## config.mk

```make
export PLATFORM = sky130hd
export DESIGN_NAME = rtdf_sample_conditioner
export DESIGN_NICKNAME = d
export VERILOG_FILES = /design/src/rtl/rtdf_sample_conditioner.sv
export SDC_FILE = /design/constraint.sdc
export NUM_CORES = 1
export LEC_CHECK = 0
export CELL_PAD_IN_SITES_DETAIL_PLACEMENT = 1
export CELL_PAD_IN_SITES_GLOBAL_PLACEMENT = 2
export CORE_MARGIN = 2
export CORE_UTILIZATION = 33
export CTS_CLUSTER_SIZE = 8
export DETAILED_ROUTE_END_ITERATION = 10
export GPL_ROUTABILITY_DRIVEN = 0
export PLACE_DENSITY_LB_ADDON = 0.2
export SLEW_MARGIN = 25
export SYNTH_ARGS = -nofsm -noshare
export SYNTH_HDL_FRONTEND = slang
export SYNTH_SLANG_ARGS = --single-unit
```

## constraint.sdc

```tcl
create_clock -name clk -period 6.43 [get_ports clk]
set_clock_uncertainty 0.15 [all_clocks]
set_input_delay 0.9645 -clock clk [delete_from_list [all_inputs] [get_ports clk]]
set_output_delay 0.9645 -clock clk [all_outputs]
set_load 0.005 [all_outputs]
```

## src/rtl/rtdf_sample_conditioner.sv

```systemverilog
// rtdf_sample_conditioner
//   Conditions the 3-bit sign/magnitude sample stream from the real-time data
//   feed: primes on a run of consecutive valid samples, maps codes to signed
//   4-bit values, fills short underruns with filler samples, declares stream
//   loss on long gaps and produces a 1 ms epoch tick with a sample index.
//
//   Optional build macro: RTDF_SAMPLE_HOLD_EN
//     defined   -> filler samples repeat the last real output value
//     undefined -> filler samples are 4'h0
//
//   All outputs are registered: an input accepted in cycle N is reflected on
//   the outputs in cycle N+1.
module rtdf_sample_conditioner #(
    parameter int PRIME_COUNT    = 16,
    parameter int GAP_TOL        = 4,
    parameter int SAMPLES_PER_MS = 16368,
    parameter int IDX_W          = 14
) (
    input  logic             clk,
    input  logic             reset,
    input  logic             in_valid,
    input  logic [2:0]       in_data,
    input  logic             clear_counts,
    output logic             out_valid,
    output logic [3:0]       out_data,
    output logic             out_fill,
    output logic             ms_tick,
    output logic [IDX_W-1:0] sample_index,
    output logic             stream_active,
    output logic             lost_pulse,
    output logic [15:0]      underrun_count,
    output logic [7:0]       lost_count
);

    // prime_cnt counts 0..PRIME_COUNT-1; the sample that would make it reach
    // PRIME_COUNT moves the FSM to STREAM instead of being stored.
    localparam int PRIME_W = (PRIME_COUNT > 1) ? $clog2(PRIME_COUNT) : 1;
    // gap_cnt counts 1..GAP_TOL while in GAP.
    localparam int GAP_W   = $clog2(GAP_TOL + 1);

    localparam logic [PRIME_W-1:0] PRIME_LAST = PRIME_W'(PRIME_COUNT - 1);
    localparam logic [GAP_W-1:0]   GAP_MAX    = GAP_W'(GAP_TOL);
    localparam logic [IDX_W-1:0]   IDX_LAST   = IDX_W'(SAMPLES_PER_MS - 1);

    typedef enum logic [1:0] {
        IDLE   = 2'd0,
        PRIME  = 2'd1,
        STREAM = 2'd2,
        GAP    = 2'd3
    } state_t;

    state_t             state_q;
    logic [PRIME_W-1:0] prime_cnt_q;
    logic [GAP_W-1:0]   gap_cnt_q;
    logic [IDX_W-1:0]   next_idx_q;     // index the next emitted sample will carry

    logic               out_valid_q;
    logic [3:0]         out_data_q;
    logic               out_fill_q;
    logic               ms_tick_q;
    logic [IDX_W-1:0]   sample_index_q;
    logic               stream_active_q;
    logic               lost_pulse_q;
    logic [15:0]        underrun_count_q;
    logic [7:0]         lost_count_q;

    logic [3:0]         mapped_d;
    logic [3:0]         fill_val_d;
    logic               emit_real_d;
    logic               emit_fill_d;
    logic               lose_d;
    logic               prime_done_d;
    logic               active_d;
    logic [IDX_W-1:0]   idx_wrap_d;
    logic [15:0]        underrun_sat_d;
    logic [7:0]         lost_sat_d;

`ifdef RTDF_SAMPLE_HOLD_EN
    logic [3:0]         hold_q;         // last real sample, survives loss/re-prime
`endif

    // Sign/magnitude code to odd two's-complement value: +/-(2m+1).
    always_comb begin
        logic [3:0] pos;
        pos      = {1'b0, in_data[1:0], 1'b1};
        mapped_d = in_data[2] ? (~pos + 4'd1) : pos;
    end

    // Value carried by filler samples.
`ifdef RTDF_SAMPLE_HOLD_EN
    assign fill_val_d = hold_q;
`else
    assign fill_val_d = 4'h0;
`endif

    // Per-cycle decisions shared by the FSM, the epoch counter and the stats.
    always_comb begin
        emit_real_d  = in_valid && ((state_q == STREAM) || (state_q == GAP));
        emit_fill_d  = !in_valid && ((state_q == STREAM) ||
                                     ((state_q == GAP) && (gap_cnt_q != GAP_MAX)));
        lose_d       = !in_valid && (state_q == GAP) && (gap_cnt_q == GAP_MAX);
        prime_done_d = in_valid && (((state_q == IDLE) && (PRIME_COUNT == 1)) ||
                                    ((state_q == PRIME) && (prime_cnt_q == PRIME_LAST)));
        // Next state will be STREAM or GAP exactly when we emit or finish priming.
        active_d     = emit_real_d || emit_fill_d || prime_done_d;
        idx_wrap_d   = (next_idx_q == IDX_LAST) ? '0 : next_idx_q + 1'b1;
        underrun_sat_d = (&underrun_count_q) ? underrun_count_q : underrun_count_q + 16'd1;
        lost_sat_d     = (&lost_count_q)     ? lost_count_q     : lost_count_q + 8'd1;
    end

    // Stream FSM with its registered outputs, epoch index and statistics.
    always_ff @(posedge clk) begin
        if (reset) begin
            state_q          <= IDLE;
            prime_cnt_q      <= '0;
            gap_cnt_q        <= '0;
            next_idx_q       <= '0;
            out_valid_q      <= 1'b0;
            out_data_q       <= 4'h0;
            out_fill_q       <= 1'b0;
            ms_tick_q        <= 1'b0;
            sample_index_q   <= '0;
            stream_active_q  <= 1'b0;
            lost_pulse_q     <= 1'b0;
            underrun_count_q <= '0;
            lost_count_q     <= '0;
`ifdef RTDF_SAMPLE_HOLD_EN
            hold_q           <= 4'h0;
`endif
        end else begin
            // State and priming/gap counters.
            case (state_q)
                IDLE: begin
                    if (in_valid) begin
                        if (PRIME_COUNT == 1) begin
                            state_q     <= STREAM;
                            prime_cnt_q <= '0;
                        end else begin
                            state_q     <= PRIME;
                            prime_cnt_q <= PRIME_W'(1);
                        end
                    end
                end
                PRIME: begin
                    if (!in_valid) begin
                        state_q     <= IDLE;
                        prime_cnt_q <= '0;
                    end else if (prime_cnt_q == PRIME_LAST) begin
                        state_q     <= STREAM;
                        prime_cnt_q <= '0;
                    end else begin
                        prime_cnt_q <= prime_cnt_q + 1'b1;
                    end
                end
                STREAM: begin
                    if (!in_valid) begin
                        state_q   <= GAP;
                        gap_cnt_q <= GAP_W'(1);
                    end
                end
                GAP: begin
                    if (in_valid) begin
                        state_q   <= STREAM;
                        gap_cnt_q <= '0;
                    end else if (gap_cnt_q != GAP_MAX) begin
                        gap_cnt_q <= gap_cnt_q + 1'b1;
                    end else begin
                        state_q     <= PRIME;
                        prime_cnt_q <= '0;
                        gap_cnt_q   <= '0;
                    end
                end
                default: state_q <= IDLE;
            endcase

            // Sample outputs: real data, filler, or nothing.
            out_valid_q     <= emit_real_d || emit_fill_d;
            out_fill_q      <= emit_fill_d;
            out_data_q      <= emit_real_d ? mapped_d : (emit_fill_d ? fill_val_d : 4'h0);
            lost_pulse_q    <= lose_d;
            stream_active_q <= active_d;
            ms_tick_q       <= 1'b0;

            // Epoch index: advances per emitted sample, restarts on loss.
            if (lose_d) begin
                next_idx_q     <= '0;
                sample_index_q <= '0;
            end else if (emit_real_d || emit_fill_d) begin
                sample_index_q <= next_idx_q;
                ms_tick_q      <= (next_idx_q == IDX_LAST);
                next_idx_q     <= idx_wrap_d;
            end

            // Saturating statistics; clear wins over a same-cycle increment.
            if (clear_counts)     underrun_count_q <= '0;
            else if (emit_fill_d) underrun_count_q <= underrun_sat_d;

            if (clear_counts)     lost_count_q <= '0;
            else if (lose_d)      lost_count_q <= lost_sat_d;

`ifdef RTDF_SAMPLE_HOLD_EN
            if (emit_real_d) hold_q <= mapped_d;
`endif
        end
    end

    assign out_valid      = out_valid_q;
    assign out_data       = out_data_q;
    assign out_fill       = out_fill_q;
    assign ms_tick        = ms_tick_q;
    assign sample_index   = sample_index_q;
    assign stream_active  = stream_active_q;
    assign lost_pulse     = lost_pulse_q;
    assign underrun_count = underrun_count_q;
    assign lost_count     = lost_count_q;

endmodule

```

**Run 1: wiring by layer**

The bar under the picture is 20 microns long.
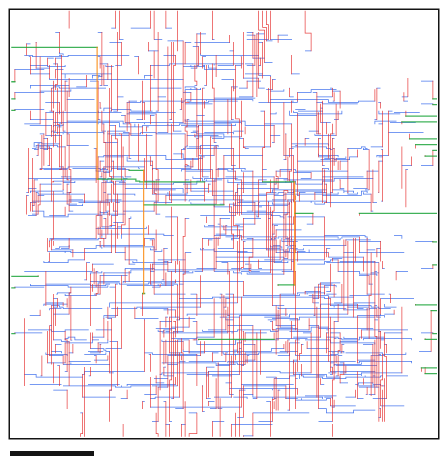
blue -> met1  # wire length 4,130 microns
green -> met3  # wire length 180 microns
red -> met2  # wire length 3,860 microns
orange -> met4  # wire length 85.0 microns
total via count in the routed design: 2,924
GRT Overall Usage: 0.165
routed wire length: 8260 microns
drt wl/cell: 14.9 microns

**Run 1: cell classes on the final placement**

The bar under the picture is 20 microns long. Fill, decap, tap and diode cells in grey.
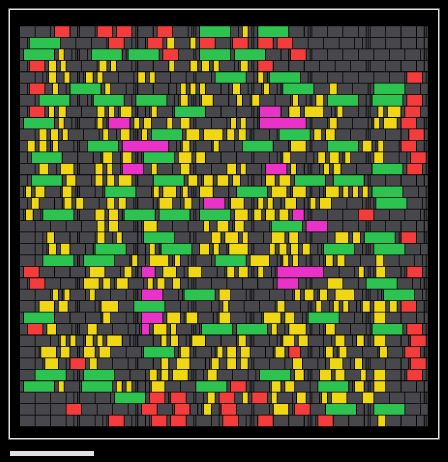
yellow -> all other logic  # cells 286, share of their area 43%
magenta -> clock drivers and dummy loads  # cells 15, share of their area 6.1%
red -> other buffers and delay cells  # cells 54, share of their area 14%
green -> flip-flops  # cells 70, share of their area 37%
area inside the core boundary: 9240 sq um
FP Rows: 35
Layout Cell Area excl Fill: 4000 sq um
fraction of the core area covered by cells at the end of the flow: 0.432

==> summary.txt, run 1 <==
The run has ended; figures from its reports follow.

The mapped netlist covers 3150 sq um. The final report lists a non-filler cell total of ~550. The maximum vdd drop is roughly 110 uV. The pin slew with the least headroom to its limit came out at 0.917 ns. The max-capacitance violation count is 0.

The path class of the tightest hold or removal check is flop to flop. The global-route wire length before repair came out at 13,700 microns. The number of instances resized during post-cts repair came out at 0.

The script extracted a total leakage power of 1.33 nW. The switching portion of total power is 0.222. The inverter tally of the final layout excluding the clock network came out at 5. Grouping stages by cell kind, the critical path spends the most delay in simple AND/OR/NAND/NOR gates. The flow ran to the end, and the final reports show no timing, DRC or antenna violations. The clock transition time at the flip-flop clock pins of the worst setup and hold paths came out at ~0.08 ns. The cell group occupying the most layout area is multi-input combinational cells. The total CTS buffers came out at 9. The number of synthesized register bits came out at ~70.

In the final layout, the multi-input gates occupy 1640 sq um. The number of tap cells inserted is approximately 130. The floorplan die area is roughly 10,000 sq um. The count of hold-fix buffers inserted at cts came out at 0. The highest achievable clock rate came out at slightly below 0.3 GHz. The worst-case headroom to the max-slew limit came out at 0.387. STA shows the worst min-delay path finishing at sample_index[8].

Per the log, the first TritonRoute iteration ended with a DRC count of roughly 76. The clock latency on the worst-skew pair is 0.34 ns. Max-slew check failures listed in the final report amount to 0. The quantity of I/O buffers inserted on ports is ~53. Per STA, the highest per-stage delay on the worst path measures about 0.9 ns. The total tool warning count came out at 27.

The critical path endpoint category is a flop. The count of flip-flops and latches came out at around 70. Of the available clock period, the critical path in the final layout requires 0.529.

The non-clock buffer contribution to total cell area is 0.135. Along the critical path, the tally of buffer and inverter instances is 1. The clock sink total came out at 70. The logic gate fraction of the total cell area is 0.411.

After synthesis, the netlist uses approximately 54 different library cells. The yosys stat chip area is 3150 sq um. The area growth from synthesis to layout is 26.8%.

The multi-input combinational cell count came out at roughly 280. The initial core utilization came out at 0.341. By startpoint and endpoint, the worst setup path is classified as input pin to flop. The number of standard cells reported by yosys is ~380.

The remaining global-route overflow is 0. The power report attributes to the combinational group a share of 0.042. The synthesized netlist handed to floorplanning was reported with a cell count of between 300 and 400. The per-instance average area after synthesis came out at between 8 and 9 sq um. The post-place instance area came out at 3760 sq um. Power attributed to combinational cells is between 0.00003 and 0.00004 W. The leading register cell type out of synthesis is dfxtp_1. The layout has 9 clock buffers.

The DRC violations left is 0. The worst setup path is launched from an input pin. According to the floorplan report, the die width is between 100 and 150 microns.

The post-synth tally of flip-flops with integrated enable is 0. The clock tree buffer depth is 2. The via density per instance came out at 5.28. The final antenna diode tally reported by the flow is 0. The vertical die dimension reported for this design is 102 microns.

Setup repair after global routing left no endpoint under its margin. The highest net fanout along the worst path came out at 19. The slack of the worst reg-to-reg path came out at about 3.6 ns.

The CTS tree is built. The final worst setup slack came out at 3.03 ns. The H-tree depth is 3.

The count of TritonRoute iterations in the first routing pass is 4. The data arrival at the endpoint of the critical path is between 3 and 4 ns.
**Run 1: sequential cells coloured by netlist name**

The bar under the picture is 20 microns long.
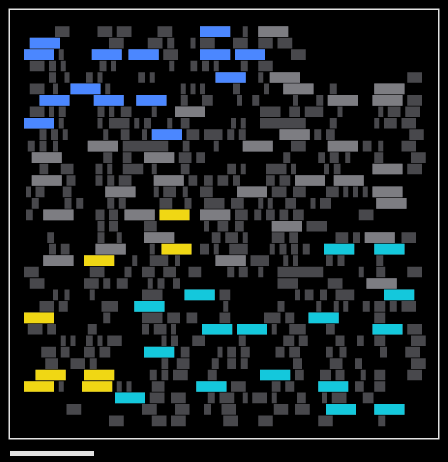
yellow -> lost_count  # placed flops 8, where bottom left
cyan -> underrun_count  # placed flops 16
blue -> sample_index  # placed flops 14
not coloured = 32
sequential cell area share: 0.351
P_seq: 0.000444 W
register area: 1400 sq um

-- run 1: cells in the final DEF (no fill, tap or decap), types with 9 or more instances in the layout --
cell type,netlist,routed
dfxtp_1,70,70
nor2_1,29,29
nand4_1,14,14
a21oi_1,36,36
nand3_1,20,20
clkbuf_8,0,9
nand2_1,53,53
or3_1,13,13
clkdlybuf4s50_1,0,53
o21ai_0,18,18
-- run 1: kinds of logic (layout without fill, tap and decap cells) --
logic type | count (synthesis) | count (layout) | synth area share
DFF | 70 | 70 | 0.445
adders and majority gates | 6 | 6 | 0.0238
AOI/OAI and AO/OA | 85 | 85 | 0.165
and+or+nand+nor | 176 | 176 | 0.291
muxes | 5 | 5 | 0.0159
buffers and inverters | 24 | 74 | 0.0345
xor gates and xnor gates | 9 | 9 | 0.0250
-- run 1: routing by layer --
layer,GRT usage,share of wire,vias to the layer above
met5,0,0,-
met4,0.0541,0.010,0
met3,0.0276,0.022,8
met2,0.265,0.47,32
met1,0.226,0.50,1422
li1,-,-,1462
-- run 1: registers in the layout (all words and copies together), names as in the netlist, named ones only --
name            count
gap_cnt_q           3
lost_count          8
lost_pulse          1
ms_tick             1
next_idx_q         14
out_data            4
out_fill            1
out_valid           1
prime_cnt_q         4
sample_index       14
state_q             1
stream_active       1
underrun_count     16
-- run 1: cell usage after synthesis, drive strengths merged, types with 4 or more instances --
cell,n,area [sq um]
mux2i,5,50.1
dfxtp,70,1400
nand2,53,199
a21oi,36,180
or3,13,81.3
nand4,14,87.6
buf,6,41.3
and3,5,31.3
o21ai,18,90.1
nor2,29,109
nand3,20,100
or4,8,67.6
clkbuf,13,48.8
xor2,6,52.6
and4,5,43.8
ha,6,75.1
inv,5,18.8
nor3,5,25.0
o31ai,4,30.0
a31oi,5,31.3
nor4,5,31.3
**Run 1: cell outlines without signal wires**

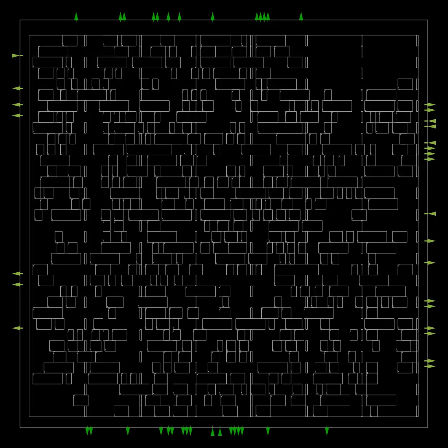

==> run 1 -> run 2 <==
--- a/config.mk
+++ b/config.mk
@@ -8,7 +8,7 @@
 export CELL_PAD_IN_SITES_DETAIL_PLACEMENT = 1
 export CELL_PAD_IN_SITES_GLOBAL_PLACEMENT = 2
 export CORE_MARGIN = 2
-export CORE_UTILIZATION = 33
+export CORE_UTILIZATION = 28
 export CTS_CLUSTER_SIZE = 8
 export DETAILED_ROUTE_END_ITERATION = 10
 export GPL_ROUTABILITY_DRIVEN = 0
==> constraint.sdc (replaced) <==
create_clock -name clk -period 2.9 [get_ports clk]
set_clock_uncertainty 0.15 [all_clocks]
set_input_delay 0.435 -clock clk [delete_from_list [all_inputs] [get_ports clk]]
set_output_delay 0.435 -clock clk [all_outputs]
set_load 0.005 [all_outputs]
**Run 2: cell outlines without signal wires**

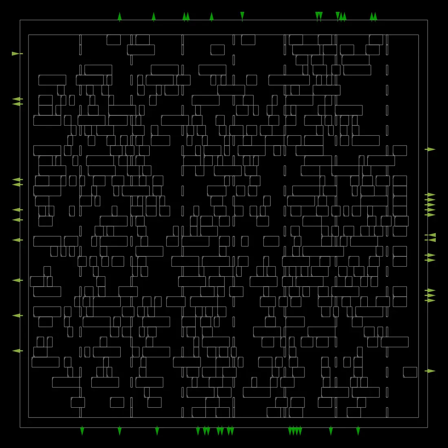
sequential cell area share: 0.344
Fill cells: 1,315
flip-flops: 70
area inside the core boundary: 10,900 sq um

**Run 2: wiring by layer**

The bar under the picture is 20 microns long.
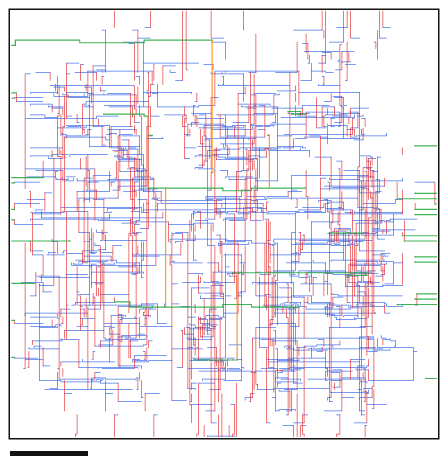
red -> met2  # wire length 4,120 microns
green -> met3  # wire length 344 microns
orange -> met4  # wire length 119 microns
blue -> met1  # wire length 3,900 microns
routed wire length: 8480 microns
drt wl/cell: 14.7 microns
total via count in the routed design: 2,963
GRT Overall Usage: 0.149

**Run 2: sequential cells coloured by netlist name**

The bar under the picture is 20 microns long.
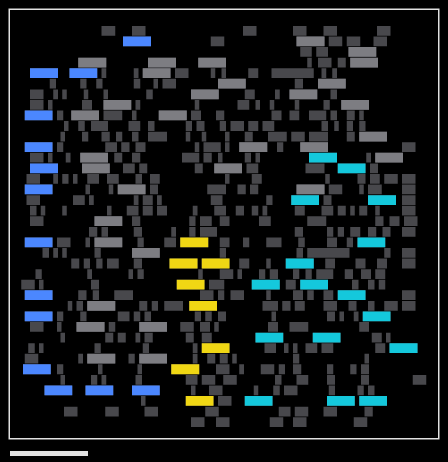
yellow -> lost_count  # placed flops 8
blue -> sample_index  # placed flops 14
cyan -> underrun_count  # placed flops 16
not coloured = 32
fraction of the core area covered by cells at the end of the flow: 0.374
P_seq: 0.000978 W

==> summary.txt, run 2 <==
The run has ended; figures from its reports follow.

The run finished with clean final reports. The antenna diode count came out at 0. Once iteration 0 of detailed routing completed, the report listed roughly 110 DRC markers. The dominant logic cell type in the layout is dfxtp_1.

The maximum number of pins on one net before global-route repair came out at 22. The tree built by TritonCTS fans out to ~70 sinks. The clock latency on the worst-skew pair came out at about 0.34 ns.

The pin slew with the least headroom to its limit came out at between 0.7 and 0.8 ns. Per the run report, area growth between synthesis and finish was 29.3%. The number of instances resized during post-cts repair came out at 0. From the final report, the count of setup violators was given as 0.

The worst-case headroom to the max-slew limit came out at 0.471. The number of max-slew violations in the final report came out at 0. The yosys stat chip area is between 3000 and 4000 sq um. The shortest period the worst path allows is between 2 and 2.5 ns.

The max-capacitance violation count came out at 0. For this run, the leading register cell type out of synthesis is dfxtp_1. The required time reported for the critical path endpoint came out at 3.02 ns. The total nets after synthesis is roughly 390. The worst setup path is launched from a flop.

The detailed placer's ending HPWL is 5960 microns. The flip-flop count of the largest register after layout came out at 16. The period utilization is 0.819. The clock tree buffer depth is 2.

The routed wirelength on the met1 layer is recorded as 3900 microns. The maximum vdd drop came out at 191 uV. The share of synthesized area in the top cell type comes to 0.445. The quantity of I/O buffers inserted on ports came out at 53. The net switching power in the latest report is between 0.0004 and 0.0005 W. Per the CTS log, the root buffer master is clkbuf_8. Per the post-synthesis stats, the area per cell is 8.40 sq um.

The highest net fanout along the worst path came out at 7. The signal on the critical path passes through inv_1 -> ha_1 -> and3_1 -> or4_4 -> or3b_1 -> a21oi_1. The floorplan has 38 rows. The switching portion of total power is 0.228. The via density per instance is 5.14. During I/O placement, the number of pins put on the boundary was ~54. Per the OpenROAD floorplan log, the height of the die is 110 microns. Of the synthesized area, sequential elements account for 0.445. The count of TritonRoute iterations in the first routing pass is 4. The total standard cell area after synthesis is about 3200 sq um. The clock transition time at the flip-flop clock pins of the worst setup and hold paths is roughly 0.08 ns. The final net count came out at about 450. The part of the total power dissipated in sequential elements is 0.501.

The remaining global-route overflow is 0. The global-route wire length before repair is 14,100 microns. The worst setup path is captured at a flop. The count of mapped cells out of synthesis came out at ~380.

The via count of the first global-routing pass was between 2k and 3k. In the layout the commonest cells are dfxtp_1 (70), nand2_1 (53), clkdlybuf4s50_1 (53). In this design, the largest share of critical-path delay is due to simple AND/OR/NAND/NOR gates.

The slack of the worst reg-to-reg path is around 0.52 ns. The number of synthesized register bits came out at 70. The footprint of the flip-flops and latches is 1400 sq um.

Per the detail_route log, the uppermost layer with routed signals is met4. The DRC violations left is 0. By startpoint and endpoint, the worst setup path is classified as flop to flop. CTS built an H-tree with a depth of 3. The die width is roughly 110 microns. The post-synth tally of flip-flops with integrated enable is 0.

The buffering stage count on the worst path with inverters included came out at 1. Clock tree synthesis inserted a total of 9 buffers. The data arrival at the endpoint of the critical path came out at ~2.5 ns.

The buffer count from post-CTS setup fixing is 0. The top cell type by total area after synthesis is dfxtp_1. The final worst setup slack came out at between 0.5 and 0.6 ns. The initial utilization of the core area, before any placement, comes to 0.289. The share of total power dissipated in combinational logic is 0.051. TritonCTS built the clock tree.

The main power-consuming group is registers. The combinational power reported by the tool is around 0.0001 W. The combinational cell area excluding buffers and inverters is between 1500 and 2000 sq um. The met2 routed wirelength came out at approximately 4000 microns. For this design the ratio of total power to cell area is between 400 and 500 nW/um^2. The count of hold-fix buffers inserted at cts came out at 0. Per the synthesis report, the number of distinct cell types is between 50 and 60. Setup repair after global routing left no endpoint under its margin.

Summing over the stages, the warning tally comes to 27. The sum of met3 wire segment lengths after detailed routing came out at ~340 microns. The setup slack at placement came out at approximately 0.27 ns. Sorting the synthesized cells by how often they occur yields dfxtp_1 (70), nand2_1 (53), a21oi_1 (36). The floorplan die area is 12,100 sq um. In the post-synthesis netlist, the cell with the most instances is dfxtp_1. The internal portion of the total power is roughly 0.0015 W.

The leakage power in the latest report is 1.38 nW. The highest achievable clock rate is ~0.42 GHz. The synthesis report lists the most area-consuming cells as dfxtp_1 (44%), nand2_1 (6.3%), a21oi_1 (5.7%). In this design, the stage delay of the slowest critical-path cell is slightly below 0.6 ns. The number of cells reported by Yosys stat comes to roughly 380. STA reports the tightest min-delay check as being of type flop to flop.
run 2: cell counts after synthesis:
Identical to the previous run, type by type.
run 2: metal layers:
layer / up-vias / global-route usage
met5: - / 0
met1: 1427 / 0.178
met3: 11 / 0.0423
met4: 0 / 0.0470
li1: 1480 / -
met2: 45 / 0.259
run 2: final cells by class:
class	instances	area share
inverter	5	0.00461
sequential	70	0.344
clock inverter	4	0.0178
tap	140	0.0430
multi-input combinational	281	0.403
timing repair buffer	66	0.154
clock buffer	10	0.0338
run 2: path summary, 6_finish.rpt:
check                             to  cells after the start             from
setup / recovery  underrun_count[10]                      6     gap_cnt_q[0]
hold / removal       sample_index[7]                      2  sample_index[7]
setup reg to reg  underrun_count[10]                      6     gap_cnt_q[0]
hold reg to reg      sample_index[7]                      2  sample_index[7]
run 2: cell families after synthesis:
group / after synthesis / share of synthesized area
AND/OR/NAND/NOR: 176 / 0.291
AND-OR/OR-AND: 85 / 0.165
flip-flops: 70 / 0.445
buffers and inverters: 24 / 0.0345
XOR/XNOR: 9 / 0.0250
adder cells (fa/ha/maj): 6 / 0.0238
multiplexers: 5 / 0.0159
run 2: metrics by stage:
| step | std cells | power (W) | cell area, sq um |
|---|---|---|---|
| finish | 576 | 0.00195 | 4070 |
| global route | 576 | 0.00205 | 4070 |
| CTS | 576 | 0.00200 | 4070 |
| detailed placement | 562 | 0.00110 | 3860 |
| global placement | 562 | 0.00110 | 3860 |
| floorplan | 375 | 0.00106 | 3150 |
run 2: tightest hold or removal path, delay by kind of cell, from the launching register on:
family / cells / cell delay, ns
flops: 1 / 0.31
compound gates: 1 / 0.05
simple gates: 1 / 0.05
**Run 2: cell classes on the final placement**

The bar under the picture is 20 microns long. Fill, decap, tap and diode cells in grey.
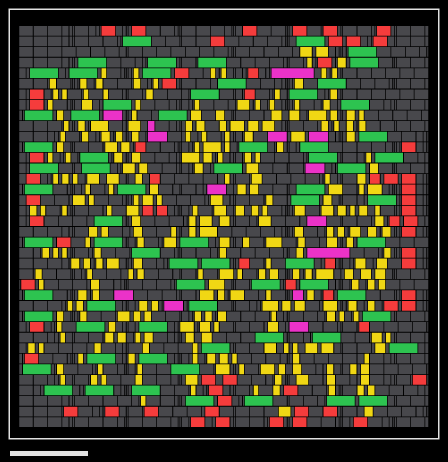

==> run 2 -> run 3 <==
--- a/config.mk
+++ b/config.mk
@@ -8,7 +8,7 @@
 export CELL_PAD_IN_SITES_DETAIL_PLACEMENT = 1
 export CELL_PAD_IN_SITES_GLOBAL_PLACEMENT = 2
 export CORE_MARGIN = 2
-export CORE_UTILIZATION = 28
+export CORE_UTILIZATION = 31
 export CTS_CLUSTER_SIZE = 8
 export DETAILED_ROUTE_END_ITERATION = 10
 export GPL_ROUTABILITY_DRIVEN = 0
==> constraint.sdc (replaced) <==
create_clock -name clk -period 2.2 [get_ports clk]
set_clock_uncertainty 0.15 [all_clocks]
set_input_delay 0.33 -clock clk [delete_from_list [all_inputs] [get_ports clk]]
set_output_delay 0.33 -clock clk [all_outputs]
set_load 0.005 [all_outputs]
**Run 3: cell classes on the final placement**

The bar under the picture is 20 microns long. Fill, decap, tap and diode cells in grey.
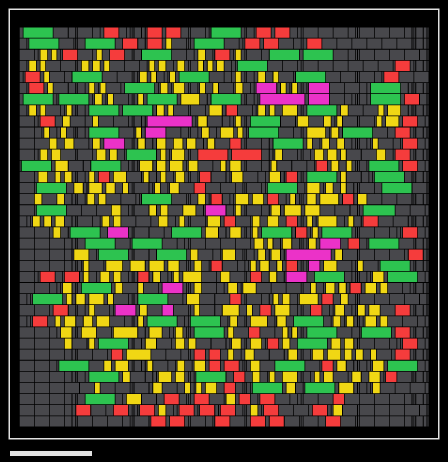
magenta -> clock drivers and dummy loads  # cells 16, share of their area 6.1%
green -> flip-flops  # cells 70, share of their area 34%
yellow -> all other logic  # cells 286, share of their area 40%
red -> other buffers and delay cells  # cells 90, share of their area 20%
Layout Cell Area excl Fill: 4340 sq um
FP Rows: 36
sequential cell area share: 0.323

**Run 3: M4 wires**

The bar under the picture is 20 microns long.
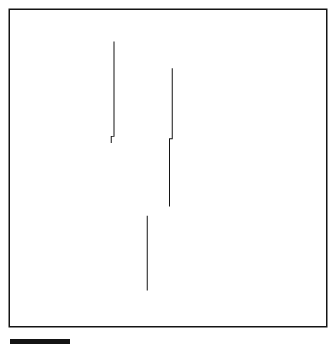
longest straight run = 31.3 microns
share of all routed wire = 1.2%
total via count in the routed design: 3,112
routed wire length: 9070 microns

**Run 3: gate-type map**

The bar under the picture is 20 microns long.
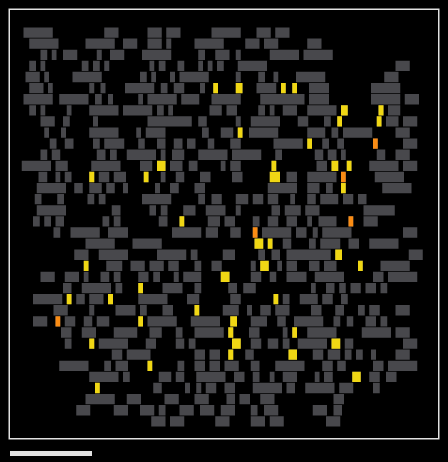
orange -> inverters  # cells 5
yellow -> NOR gates  # cells 43
logic share of the area: 0.383
Layout Cells excl Fill: 595

==> summary.txt, run 3 <==
The run has ended; figures from its reports follow.

The number of maximum-capacitance violations recorded for the run is 0. The maximum number of pins on one net before global-route repair came out at 19. In the final report, the number of endpoints failing setup comes to 0. The highest achievable clock rate came out at roughly 0.47 GHz. The post-place instance area came out at 4050 sq um. Per the GRT log, the top usage layer is met2. The stat command in Yosys gives a chip area of approximately 3200 sq um. Per the detail_route log, the uppermost layer with routed signals is met4. The slack of the worst reg-to-reg path came out at slightly below 0.08 ns. The period utilization came out at 0.964. The proportion of netlist area held by the largest area contributor came out at 0.445. From left edge to right edge, the die measures ~100 microns. The sum of met3 wire segment lengths after detailed routing came out at 266 microns. In the global route stage, overall resource usage came out at 0.171. The global routing usage on met3 is 0.0437. The start-to-end type of the worst setup path is flop to flop.

The dominant logic cell type in the layout is dfxtp_1. The flip-flop count of the largest register after layout is 16. The root buffer cell is clkbuf_8. The final net count came out at about 470. The global-route wire length before repair is around 15,000 microns.

The shortest period the worst path allows came out at about 2.1 ns. The number of stages on the worst hold path came out at 2. As reported, the later end of the worst-skew pair has a clock insertion delay of roughly 0.34 ns. The remaining global-route overflow came out at 0. The violation tally from detailed-route iteration zero is 112.

The transition time recorded at the tightest slew-check pin is about 0.45 ns. In the floorplan report the effective utilization is 0.321. The clock tree buffer depth is 2. The script extracted a total leakage power of between 1.5 and 2 nW. The met2 routed wirelength is 4280 microns. The final worst setup slack is between 0.07 and 0.08 ns. The via count of the first global-routing pass came out at roughly 3.2k. After synthesis, the cell types taking the most area are dfxtp_1 (44%), nand2_1 (6.3%), a21oi_1 (5.7%). Counting distinct cell types in the post-synthesis netlist gives between 50 and 60. The cell area power density is between 600 and 700 nW/um^2. The clock transition time at the flip-flop clock pins of the worst setup and hold paths came out at around 0.08 ns. The core region is 9820 sq um. Between the synthesized netlist and the finished layout, the area growth was recorded as 37.7%. In the log, the iteration count for the first detailed-route pass is 4. TritonCTS built the clock tree.

In the layout the commonest cells are dfxtp_1 (69), nand2_1 (53), clkdlybuf4s50_1 (53). The run finished with clean final reports. The worst setup path is captured at a flop. The total nets after synthesis came out at 388. The total standard cell area after synthesis is approximately 3200 sq um. In the synthesized netlist, the number of instances is ~380. The number of ports placed on the die boundary came out at 54. The combinational cell area excluding buffers and inverters came out at about 1700 sq um. The overall die height is roughly 100 microns. The average wire per cell in the routed design is ~15 microns.

STA reports the tightest min-delay check as being of type flop to flop. The clock H-tree reported by CTS has 3 levels. The via density per instance came out at 5.23. For this run, the script counts the antenna cells in the layout as 0.

The highest net fanout along the worst path came out at 7. The data arrival at the endpoint of the critical path is around 2.2 ns. Prior to clock tree synthesis, the placed netlist has a worst setup slack of -0.168 ns. The required time reported for the critical path endpoint is roughly 2.3 ns. The maximum vdd drop came out at between 300 and 400 uV.
## run 3: final cells by class
cell class / instances / area share
clock buffer: 11 / 0.0349
clock inverter: 5 / 0.0242
inverter: 5 / 0.00433
multi-input combinational: 281 / 0.383
sequential: 70 / 0.323
tap: 133 / 0.0384
timing repair buffer: 90 / 0.192
## run 3: what timing repair did
item / 4_1_cts / 5_1_grt
pin swaps: 0 / 1
buffers inserted: 0 / 1
hold buffers: 0 / 0
gates resized: 2 / 4
endpoints found under the setup margin: 3 / 10
## run 3: worst min-delay path, stage by stage, from the launching register on
cell and delay (ns):
dfxtp_1 0.31, nand2_1 0.05, a21oi_1 0.05
## run 3: final timing paths
| check | from | to |
|---|---|---|
| max reg2reg | gap_cnt_q[0] | underrun_count[14] |
| max | gap_cnt_q[0] | underrun_count[14] |
| min | sample_index[9] | sample_index[9] |
| min reg2reg | sample_index[9] | sample_index[9] |
## run 3: metrics by stage
stage               std cells  hold slack, ns  total power [W]
floorplan                 375           0.295          0.00140
global placement          578           0.294          0.00148
detailed placement        578           0.298          0.00148
CTS                       594           0.309          0.00280
global route              595           0.334          0.00287
finish                    595           0.307          0.00275
## run 3: kinds of logic (layout without fill, tap and decap cells)
kind of cell	after synthesis	after routing	synth area share
compound gates	85	85	0.165
xor+xnor	9	9	0.0250
fa+ha+maj	6	6	0.0238
buf+inv	24	111	0.0345
flops	70	70	0.445
mux	5	5	0.0159
simple gates	176	176	0.291
## run 3: power by group
| part | total, W | internal [W] | switching [W] |
|---|---|---|---|
| clock | 0.00130 | 0.000815 | 0.000487 |
| combinational | 0.000163 | 0.0000725 | 0.0000909 |
| sequential | 0.00129 | 0.00128 | 0.00000798 |
| total | 0.00275 | 0.00217 | 0.000586 |
Power is estimated from default activity; no workload was simulated.
